Run 1, signal wires by layer:
Scale: 2 px per µm. Two of the layers only.
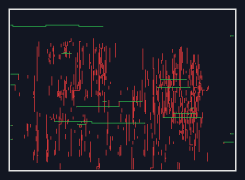
Run 1, placed standard cells:
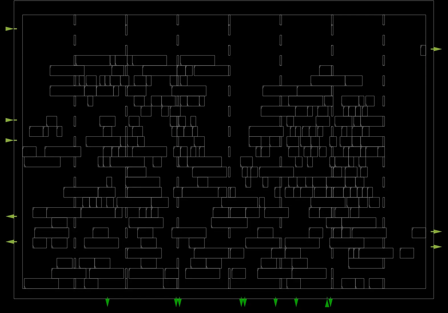
Run 1, signal wires on met2:
Scale: 4 px per µm.
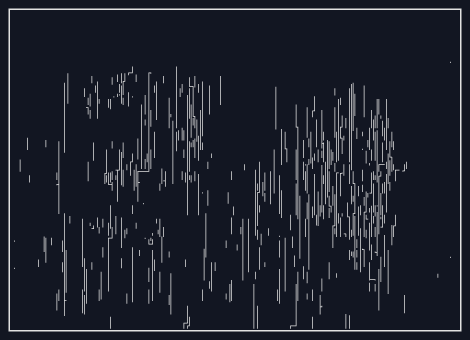
Run 1, I/O pins on the die edge:
Scale: 4 px per µm. Pins as bars across the die edge, other pins in gray.
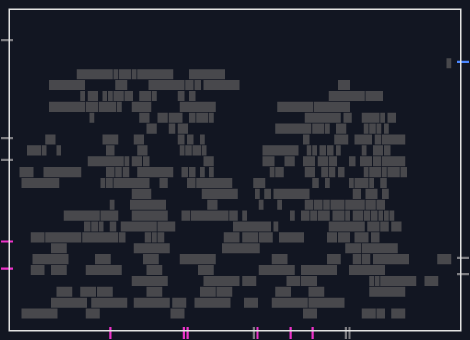
==> config.mk <==
export PLATFORM = sky130hd
export DESIGN_NAME = uart_rx_frontend
export DESIGN_NICKNAME = d
export VERILOG_FILES = /design/src/rtl/uart_pkg.sv /design/src/rtl/uart_rx_tick_gen.sv /design/src/rtl/uart_rx_frontend.sv
export SDC_FILE = /design/constraint.sdc
export NUM_CORES = 1
export LEC_CHECK = 0
export CORE_ASPECT_RATIO = 0.7
export CORE_MARGIN = 2
export CORE_UTILIZATION = 30
export CTS_CLUSTER_SIZE = 24
export DETAILED_ROUTE_END_ITERATION = 16
export PLACE_DENSITY_LB_ADDON = 0.12
export SYNTH_ARGS = -nofsm -noshare
export SYNTH_HDL_FRONTEND = slang
export SYNTH_HIERARCHICAL = 1
export SYNTH_SLANG_ARGS = --single-unit
==> constraint.sdc <==
create_clock -name clk -period 2.7 [get_ports clk]
set_input_delay 0.405 -clock clk [delete_from_list [all_inputs] [get_ports clk]]
set_output_delay 0.405 -clock clk [all_outputs]
set_load 0.01 [all_outputs]
==> out/summary.txt, run 1 <==
Clock buf/inv share - 0.05238
most common cell in the netlist - dfrtp_1
H-tree depth - 2
hold buffers post-CTS - 0
GRT Overall Usage - 0.1148
Ports - 17
Largest cell class - logic gates
final setup TNS - 0 ns
Worst Reg-to-Reg Cells - 8
antenna viol nets, final - 0
logic area - 1194 µm²
DP Wirelength - 3496 µm
CTS tree - built
share of cells above drive strength 1 - 0.2023
Flops - 47
placed cell areas - 2739 µm²
Pwr Density - 749.6 nW/µm²
# Max-Cap Violations - 0
post-route clock skew - 0.005936 ns
worst hold path type - flop to flop
top cells by area - dfrtp_1 (42%), mux2_2 (8.6%), dfstp_2 (5.3%), o21ai_0 (3.4%), nor2_1 (3.0%)
sequential share of cell area - 0.4091
initial antenna violation count - 0
FF+latch count, synth - 47
Final nets - 265
Tmin final - 2.519 ns
cycle use final - 0.9331
Resized cells post-CTS - 0
tool warnings - 27
P_leak - 0.001293 µW
Post-synth top cells - dfrtp_1 (42), nor2_1 (20), mux2_2 (19)
Post-Syn Area per Cell - 10.39 µm²
First-pass DRT Iterations - 4
register share after synthesis - 0.4780
r2r setup slk - 0.35 ns
most common logic cells in the final layout - dfrtp_1 (42), nor2_1 (20), mux2_2 (19)
Clock power frac - 0.288
most numerous logic cell after layout - dfrtp_1
chip area - 8999 µm²
Worst Setup Start Kind - flop
register area - 1182 µm²
Cells after Synth - 238
area delta synth->final - 16.84%
critical path, cell by cell - or3_1 -> buf_4 -> nor2_1 -> clkdlybuf4s50_1
Post-CTS Setup Repair Bufs - 0
Synth Net Count - 247
CTS clock-pin slew for the worst setup and hold paths - 0.06 ns
status - finished clean
Synth top area share - 0.4249
## Picture notes: 'signal wires by layer'
- M3: green (wire length 213 µm)
- M2: red (wire length 1930 µm)
Routed WL: 4867 µm
wire per inst: 13.59 µm

## Picture notes: 'placed standard cells'
core area: 7939 µm²
# Taps: 101

## Picture notes: 'signal wires on met2'
- wire length on this layer: 1930 µm
- share of all routed wire: 40%
- longest straight run: 29.9 µm
- main direction: vertical
- nets with wire on the layer: 221
GR Util met2: 0.1572
DR vias: 1799

## Picture notes: 'I/O pins on the die edge'
- RxD_parity_err: blue (pins 1; direction output; edge right)
- RxD_data: magenta (pins 8; direction output; edge 6 bottom, 2 left)
die width: 112.5 µm
die height: 79.97 µm
Port Buf Inserts: 15

[run 1: per-stage QoR]
step / hold WS (ns) / setup slack [ns] / std cells
floorplan: 0.2697 / 0.4404 / 238
global placement: 0.3475 / 0.3846 / 350
detailed placement: 0.3482 / 0.3775 / 350
global route: 0.3588 / 0.08454 / 358
CTS: 0.3580 / 0.1426 / 358
finish: 0.3561 / 0.1806 / 358
[run 1: power by group through the flow]
stage / clock network, µW / registers [µW] / logic [µW]
finish: 624 / 980 / 563
global route: 683 / 1000 / 644
CTS: 648 / 977 / 566
detailed placement: 0 / 989 / 565
global placement: 0 / 997 / 571
floorplan: 0 / 948 / 474
[run 1: kinds of logic after synthesis]
kind of cell / Yosys count / share of synthesized area
AND/OR/NAND/NOR: 76 / 0.1730
buffers and inverters: 22 / 0.03945
multiplexers: 20 / 0.09054
flip-flops: 47 / 0.4780
AND-OR/OR-AND: 60 / 0.1669
XOR/XNOR: 6 / 0.02124
adder cells (fa/ha/maj): 6 / 0.02934
other: 1 / 0.001516
[run 1: worst max-delay path: cells and delay by family, from the launching register on]
kind                   cells  cell delay (ns)
buffers and inverters      2             0.76
flip-flops                 1             0.50
AND/OR/NAND/NOR            2             0.58
[run 1: routing by layer]
| metal | global-route usage | share of wire | vias to the layer above |
|---|---|---|---|
| met5 | 0 | 0 | - |
| met4 | 0.02927 | 0.0076 | 0 |
| met3 | 0.02506 | 0.044 | 2 |
| met2 | 0.1572 | 0.40 | 32 |
| met1 | 0.1790 | 0.55 | 877 |
| li1 | - | - | 888 |
## Run 2: what changed since run 1
--- a/config.mk
+++ b/config.mk
@@ -13,2 +13,3 @@
 export PLACE_DENSITY_LB_ADDON = 0.12
+export SLEW_MARGIN = 10
 export SYNTH_ARGS = -nofsm -noshare
==> constraint.sdc (replaced) <==
create_clock -name clk -period 2.7 [get_ports clk]
set_input_delay 0.54 -clock clk [delete_from_list [all_inputs] [get_ports clk]]
set_output_delay 0.54 -clock clk [all_outputs]
set_load 0.01 [all_outputs]
Run 2, I/O pins on the die edge:
Scale: 4 px per µm. Pins as bars across the die edge, other pins in gray.
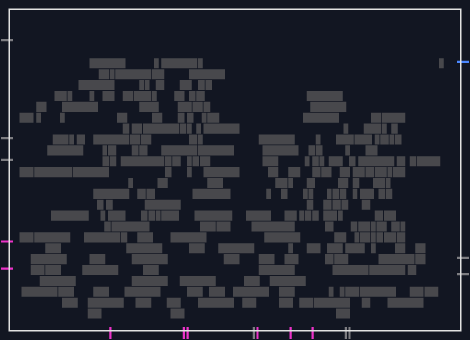
- RxD_data: magenta (pins 8; direction output; edge 6 bottom, 2 left)
- RxD_parity_err: blue (pins 1; direction output; edge right)

==> run 2 against run 1 <==
  * Worst setup slack better by 0.14 ns
  * Worst hold slack better by 0.0057 ns
  * Largest cell class unchanged
  * Utilization is 0.66 points higher
  * Sequential cell count stayed put
  * Synthesized cell count stayed put
  * Critical endpoint unchanged
  * Cell area is 1.8% higher
  * Critical path depth is 1 lower
  * Final cell count is 0.28% higher
  * Clock power is about 30% higher
  * Non-clock buffer count is 1 higher
  * Critical path type unchanged
  * Wire length is 3.4% higher
  * Clock-buffer cell count is 2 lower
==> out/summary.txt, run 2 <==
status - finished clean
Worst Reg-to-Reg Cells - 10
most common cell in the netlist - dfrtp_1
area delta synth->final - 18.97%
final setup TNS - 0 ns
core area - 7939 µm²
H-tree depth - 2
GRT Overall Usage - 0.1224
antenna viol nets, final - 0
most numerous logic cell after layout - dfrtp_1
routed wl met2 - 1982 µm
placed insts - 351
Synth Net Count - 247
Port Buf Inserts - 15
max layer used - met4
met3 wire len - 261 µm
post-route clock skew - 0.007779 ns
FF+latch count, synth - 47
hold buffers post-CTS - 0
chip area - 8999 µm²
Run 2, signal wires by layer:
Scale: 2 px per µm. Two of the layers only.
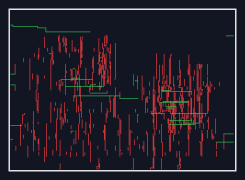
- M2: red (wire length 1980 µm)
- M3: green (wire length 262 µm)
Routed WL: 5032 µm
wire per inst: 14.02 µm
DR vias: 1838

-- run 2: metal layers --
metal,vias up,global-route usage
met1,886,0.1901
met2,49,0.1560
li1,895,-
met5,-,0
met3,8,0.03113
met4,0,0.05000
-- run 2: critical path: cells and delay by family (launching register included) --
kind          cells  cell delay, ns
flops             1            0.37
buf+inv           1            0.56
simple gates      2            0.62
-- run 2: cell type report --
type	count	area, µm²	area share
Clock buffer	5	125.1	0.04252
Inverter	13	48.80	0.01658
Multi-Input combinational cell	169	1194	0.4056
Clock inverter	3	71.32	0.02423
Tap cell	101	126.4	0.04294
Sequential cell	47	1182	0.4018
Timing Repair Buffer	21	195.2	0.06633
-- run 2: power by group --
group	internal, µW	switching [µW]	leakage [µW]
Combinational	269	310	0.000619
Sequential	837	136	0.000606
Clock	537	277	0.0000959
-- run 2: stage by stage --
stage,total power (µW),utilization
global route,2532,0.3707
global placement,1574,0.3459
CTS,2392,0.3707
detailed placement,1564,0.3459
finish,2366,0.3707
floorplan,1421,-
-- run 2: cell families (layout without fill, tap and decap cells) --
family                     Yosys count  count (layout)  synth area share
DFF                                 47              47            0.4780
adders and majority gates            6               6           0.02934
xor gates and xnor gates             6               6           0.02124
other                                1               1          0.001516
buffers and inverters               22              42           0.03945
and+or+nand+nor                     76              76            0.1730
muxes                               20              20           0.09054
AOI/OAI and AO/OA                   60              60            0.1669
Power is estimated from default activity; no workload was simulated.
